### config.mk
export PLATFORM = sky130hd
export DESIGN_NAME = alu_operand_stage_flat
export DESIGN_NICKNAME = d
export VERILOG_FILES = /design/src/rtl/alu_operand_stage_if.sv /design/src/rtl/alu_operand_stage.sv /design/src/flat_wrapper.sv
export SDC_FILE = /design/constraint.sdc
export NUM_CORES = 1
export LEC_CHECK = 0
export CAP_MARGIN = 10
export CORE_MARGIN = 1.5
export CORE_UTILIZATION = 42
export DETAILED_ROUTE_END_ITERATION = 6
export PLACE_DENSITY = 0.82
export SYNTH_ARGS = -nofsm -noshare
export SYNTH_HDL_FRONTEND = slang
export SYNTH_SLANG_ARGS = --single-unit
### constraint.sdc
create_clock -name clk -period 2 [get_ports clk]
set_input_delay 0.3 -clock clk [delete_from_list [all_inputs] [get_ports clk]]
set_output_delay 0.3 -clock clk [all_outputs]
set_load 0.1 [all_outputs]
### src/rtl/alu_operand_stage_if.sv
// Operand-stage bus: decode-side bundle offer, forwarding taps,
// flush, and the registered ALU-side bundle.
//   master: decode/EX environment (drives bundle, taps, out_ready)
//   slave : alu_operand_stage (drives in_ready and registered outputs)
interface alu_operand_stage_if #(
    parameter int DATA_BITS     = 32,
    parameter int REG_ADDR_BITS = 5,
    parameter int FWD_SRCS      = 2
);
    logic                              in_valid;
    logic                              in_ready;
    logic [REG_ADDR_BITS-1:0]          rs_addr;
    logic [REG_ADDR_BITS-1:0]          rt_addr;
    logic [DATA_BITS-1:0]              reg_out1;
    logic [DATA_BITS-1:0]              reg_out2;
    logic [15:0]                       immediate;
    logic [4:0]                        shamt_in;
    logic                              alu_src_b;
    logic [1:0]                        imm_mode;
    logic                              shamt_sel;
    logic [FWD_SRCS-1:0]               fwd_valid;
    logic [FWD_SRCS*REG_ADDR_BITS-1:0] fwd_addr;
    logic [FWD_SRCS*DATA_BITS-1:0]     fwd_data;
    logic                              flush;
    logic                              out_valid;
    logic                              out_ready;
    logic [DATA_BITS-1:0]              alu_a;
    logic [DATA_BITS-1:0]              alu_b;
    logic [4:0]                        shamt_out;
    logic [DATA_BITS-1:0]              store_data;

    modport master (
        output in_valid, rs_addr, rt_addr, reg_out1, reg_out2,
        output immediate, shamt_in, alu_src_b, imm_mode, shamt_sel,
        output fwd_valid, fwd_addr, fwd_data, flush, out_ready,
        input  in_ready, out_valid, alu_a, alu_b, shamt_out, store_data
    );

    modport slave (
        input  in_valid, rs_addr, rt_addr, reg_out1, reg_out2,
        input  immediate, shamt_in, alu_src_b, imm_mode, shamt_sel,
        input  fwd_valid, fwd_addr, fwd_data, flush, out_ready,
        output in_ready, out_valid, alu_a, alu_b, shamt_out, store_data
    );
endinterface

### src/rtl/alu_operand_stage.sv
// ID/EX operand stage: forwards rs/rt from later stages, extends the
// immediate, selects shift amount, and registers one bundle behind a
// valid/ready handshake with flush.
//   clk : rising-edge clock
//   rst : synchronous active-high reset
//   bus : alu_operand_stage_if.slave (bundle in, taps, registered bundle out)
module alu_operand_stage #(
    parameter int DATA_BITS     = 32,
    parameter int REG_ADDR_BITS = 5,
    parameter int FWD_SRCS      = 2
) (
    input  logic                 clk,
    input  logic                 rst,
    alu_operand_stage_if.slave   bus
);
    logic [DATA_BITS-1:0] fwd_rs;
    logic [DATA_BITS-1:0] fwd_rt;
    logic [DATA_BITS-1:0] ext_imm;
    logic [DATA_BITS-1:0] b_next;
    logic [4:0]           shamt_next;
    logic                 accept;

    // Lowest matching index wins: scan from highest to lowest so the
    // last overwrite is the youngest stage. Register 0 never forwards.
    function automatic logic [DATA_BITS-1:0] resolve(
        input logic [REG_ADDR_BITS-1:0]          x,
        input logic [DATA_BITS-1:0]              rf,
        input logic [FWD_SRCS-1:0]               fv,
        input logic [FWD_SRCS*REG_ADDR_BITS-1:0] fa,
        input logic [FWD_SRCS*DATA_BITS-1:0]     fd
    );
        logic [DATA_BITS-1:0] r;
        r = rf;
        for (int i = FWD_SRCS - 1; i >= 0; i--) begin
            if (fv[i] && x != '0 &&
                fa[i*REG_ADDR_BITS +: REG_ADDR_BITS] == x)
                r = fd[i*DATA_BITS +: DATA_BITS];
        end
        return r;
    endfunction

    always_comb begin
        fwd_rs = resolve(bus.rs_addr, bus.reg_out1, bus.fwd_valid,
                         bus.fwd_addr, bus.fwd_data);
        fwd_rt = resolve(bus.rt_addr, bus.reg_out2, bus.fwd_valid,
                         bus.fwd_addr, bus.fwd_data);
    end

    // Mode 3 is reserved and behaves as zero-extend.
    always_comb begin
        ext_imm = '0;
        unique case (bus.imm_mode)
            2'd1: begin
                ext_imm       = {DATA_BITS{bus.immediate[15]}};
                ext_imm[15:0] = bus.immediate;
            end
            2'd2: ext_imm[DATA_BITS-1 -: 16] = bus.immediate;
            2'd0, 2'd3: ext_imm[15:0] = bus.immediate;
        endcase
    end

    always_comb begin
        b_next     = bus.alu_src_b ? ext_imm : fwd_rt;
        shamt_next = bus.shamt_sel ? fwd_rs[4:0] : bus.shamt_in;
    end

    assign bus.in_ready = !bus.out_valid || bus.out_ready;
    assign accept       = bus.in_valid && bus.in_ready && !bus.flush;

    always_ff @(posedge clk) begin
        if (rst) begin
            bus.out_valid  <= 1'b0;
            bus.alu_a      <= '0;
            bus.alu_b      <= '0;
            bus.shamt_out  <= '0;
            bus.store_data <= '0;
        end else begin
            if (accept) begin
                bus.alu_a      <= fwd_rs;
                bus.alu_b      <= b_next;
                bus.shamt_out  <= shamt_next;
                bus.store_data <= fwd_rt;
            end
            if (bus.flush)
                bus.out_valid <= 1'b0;
            else if (accept)
                bus.out_valid <= 1'b1;
            else if (bus.out_ready)
                bus.out_valid <= 1'b0;
        end
    end
endmodule

### src/flat_wrapper.sv
// flat-port wrapper written by rule: the top's interface ports become plain ports
module alu_operand_stage_flat 
#(
    parameter int DATA_BITS     = 32,
    parameter int REG_ADDR_BITS = 5,
    parameter int FWD_SRCS      = 2
)
  (clk, rst, bus_in_valid, bus_rs_addr, bus_rt_addr, bus_reg_out1, bus_reg_out2, bus_immediate, bus_shamt_in, bus_alu_src_b, bus_imm_mode, bus_shamt_sel, bus_fwd_valid, bus_fwd_addr, bus_fwd_data, bus_flush, bus_out_ready, bus_in_ready, bus_out_valid, bus_alu_a, bus_alu_b, bus_shamt_out, bus_store_data);
  alu_operand_stage_if #(.DATA_BITS(DATA_BITS), .REG_ADDR_BITS(REG_ADDR_BITS), .FWD_SRCS(FWD_SRCS)) bus_i ();
  input  logic clk;
  input  logic rst;
  input wire logic [$bits(bus_i.in_valid)-1:0] bus_in_valid;
  input wire logic [$bits(bus_i.rs_addr)-1:0] bus_rs_addr;
  input wire logic [$bits(bus_i.rt_addr)-1:0] bus_rt_addr;
  input wire logic [$bits(bus_i.reg_out1)-1:0] bus_reg_out1;
  input wire logic [$bits(bus_i.reg_out2)-1:0] bus_reg_out2;
  input wire logic [$bits(bus_i.immediate)-1:0] bus_immediate;
  input wire logic [$bits(bus_i.shamt_in)-1:0] bus_shamt_in;
  input wire logic [$bits(bus_i.alu_src_b)-1:0] bus_alu_src_b;
  input wire logic [$bits(bus_i.imm_mode)-1:0] bus_imm_mode;
  input wire logic [$bits(bus_i.shamt_sel)-1:0] bus_shamt_sel;
  input wire logic [$bits(bus_i.fwd_valid)-1:0] bus_fwd_valid;
  input wire logic [$bits(bus_i.fwd_addr)-1:0] bus_fwd_addr;
  input wire logic [$bits(bus_i.fwd_data)-1:0] bus_fwd_data;
  input wire logic [$bits(bus_i.flush)-1:0] bus_flush;
  input wire logic [$bits(bus_i.out_ready)-1:0] bus_out_ready;
  output wire logic [$bits(bus_i.in_ready)-1:0] bus_in_ready;
  output wire logic [$bits(bus_i.out_valid)-1:0] bus_out_valid;
  output wire logic [$bits(bus_i.alu_a)-1:0] bus_alu_a;
  output wire logic [$bits(bus_i.alu_b)-1:0] bus_alu_b;
  output wire logic [$bits(bus_i.shamt_out)-1:0] bus_shamt_out;
  output wire logic [$bits(bus_i.store_data)-1:0] bus_store_data;
  assign bus_i.in_valid = bus_in_valid;
  assign bus_i.rs_addr = bus_rs_addr;
  assign bus_i.rt_addr = bus_rt_addr;
  assign bus_i.reg_out1 = bus_reg_out1;
  assign bus_i.reg_out2 = bus_reg_out2;
  assign bus_i.immediate = bus_immediate;
  assign bus_i.shamt_in = bus_shamt_in;
  assign bus_i.alu_src_b = bus_alu_src_b;
  assign bus_i.imm_mode = bus_imm_mode;
  assign bus_i.shamt_sel = bus_shamt_sel;
  assign bus_i.fwd_valid = bus_fwd_valid;
  assign bus_i.fwd_addr = bus_fwd_addr;
  assign bus_i.fwd_data = bus_fwd_data;
  assign bus_i.flush = bus_flush;
  assign bus_i.out_ready = bus_out_ready;
  assign bus_in_ready = bus_i.in_ready;
  assign bus_out_valid = bus_i.out_valid;
  assign bus_alu_a = bus_i.alu_a;
  assign bus_alu_b = bus_i.alu_b;
  assign bus_shamt_out = bus_i.shamt_out;
  assign bus_store_data = bus_i.store_data;
  alu_operand_stage #(.DATA_BITS(DATA_BITS), .REG_ADDR_BITS(REG_ADDR_BITS), .FWD_SRCS(FWD_SRCS)) u_core (.clk(clk), .rst(rst), .bus(bus_i));
endmodule
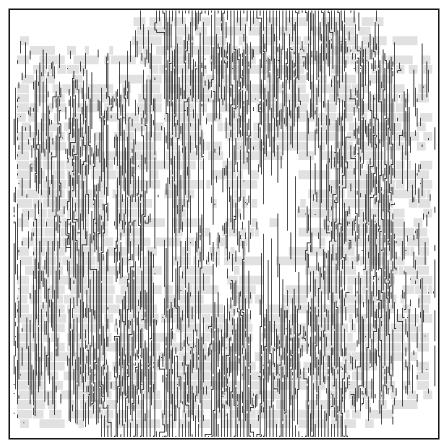
(M2 wires)
Cells faint in the background.
nets with wire on the layer: 1063
main direction: vertical
share of all routed wire: 49%
wire length on this layer: 12700 µm
Vias: 7185
WL final: 25.8 mm

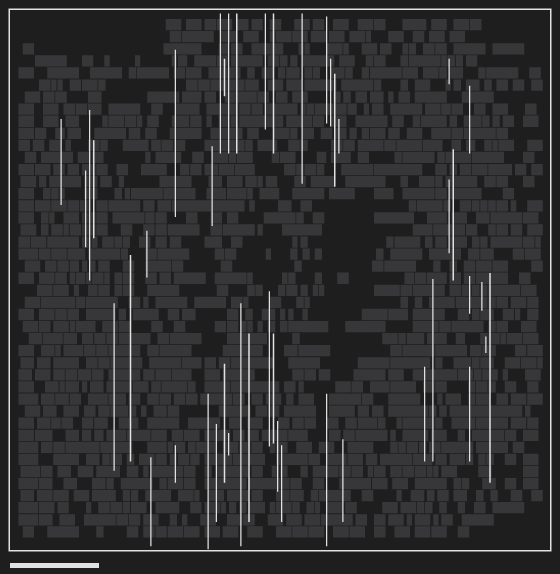
(the metal 4 layer)
The bar under the picture is 20 µm long. Cells faint in the background.
longest straight run: 54.4 µm
wire length on this layer: 1080 µm
share of all routed wire: 4.2%

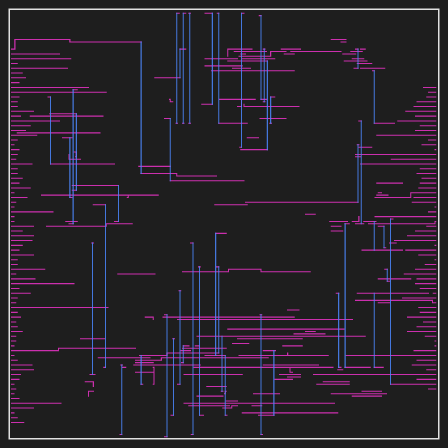
(wiring by layer)
Two of the layers only.
| layer | colour | wire length |
|---|---|---|
| metal 3 | magenta | 2230 µm |
| metal 4 | blue | 1080 µm |

==> results.json <==
{
  "ys_sh_aoi_pct": 34.1,
  "syn_area_um2": 5910,
  "top_usage_layer": "met2",
  "seq-cell-share_pct": 20.7,
  "nonClkBufAreaFrac_pct": 34.2,
  "tightest_slew_ns": 0.687,
  "post-cts-setup-buffer-count": 1,
  "filler_cell_count": 1085,
  "clock_sinks": 102,
  "status": "complete, no violations",
  "fp-row-count": 43,
  "path_buffers": 4,
  "ys_sh_mux_pct": 0,
  "drc": 0,
  "ys_sh_simple_pct": 20.1,
  "syn_to_final_growth_pct": 67.5,
  "avgRoutedWirePerCell_um": 21.7,
  "critPathTopFamily": "buffers and inverters",
  "crit_cells": 9,
  "layout-drive-gt1-share_pct": 29.3,
  "grt.overflow.total": 0,
  "setup_viol": 0,
  "yosys.area.top_type_share_pct": 34.6,
  "clock-root-buffer": "clkbuf_16",
  "ys_area_um2": 5910,
  "cts_max_level": 3,
  "fp_util_pct": 42.7,
  "top_area_cell": "dfxtp_1",
  "slew_violations": 0,
  "place_inst": 1162
}
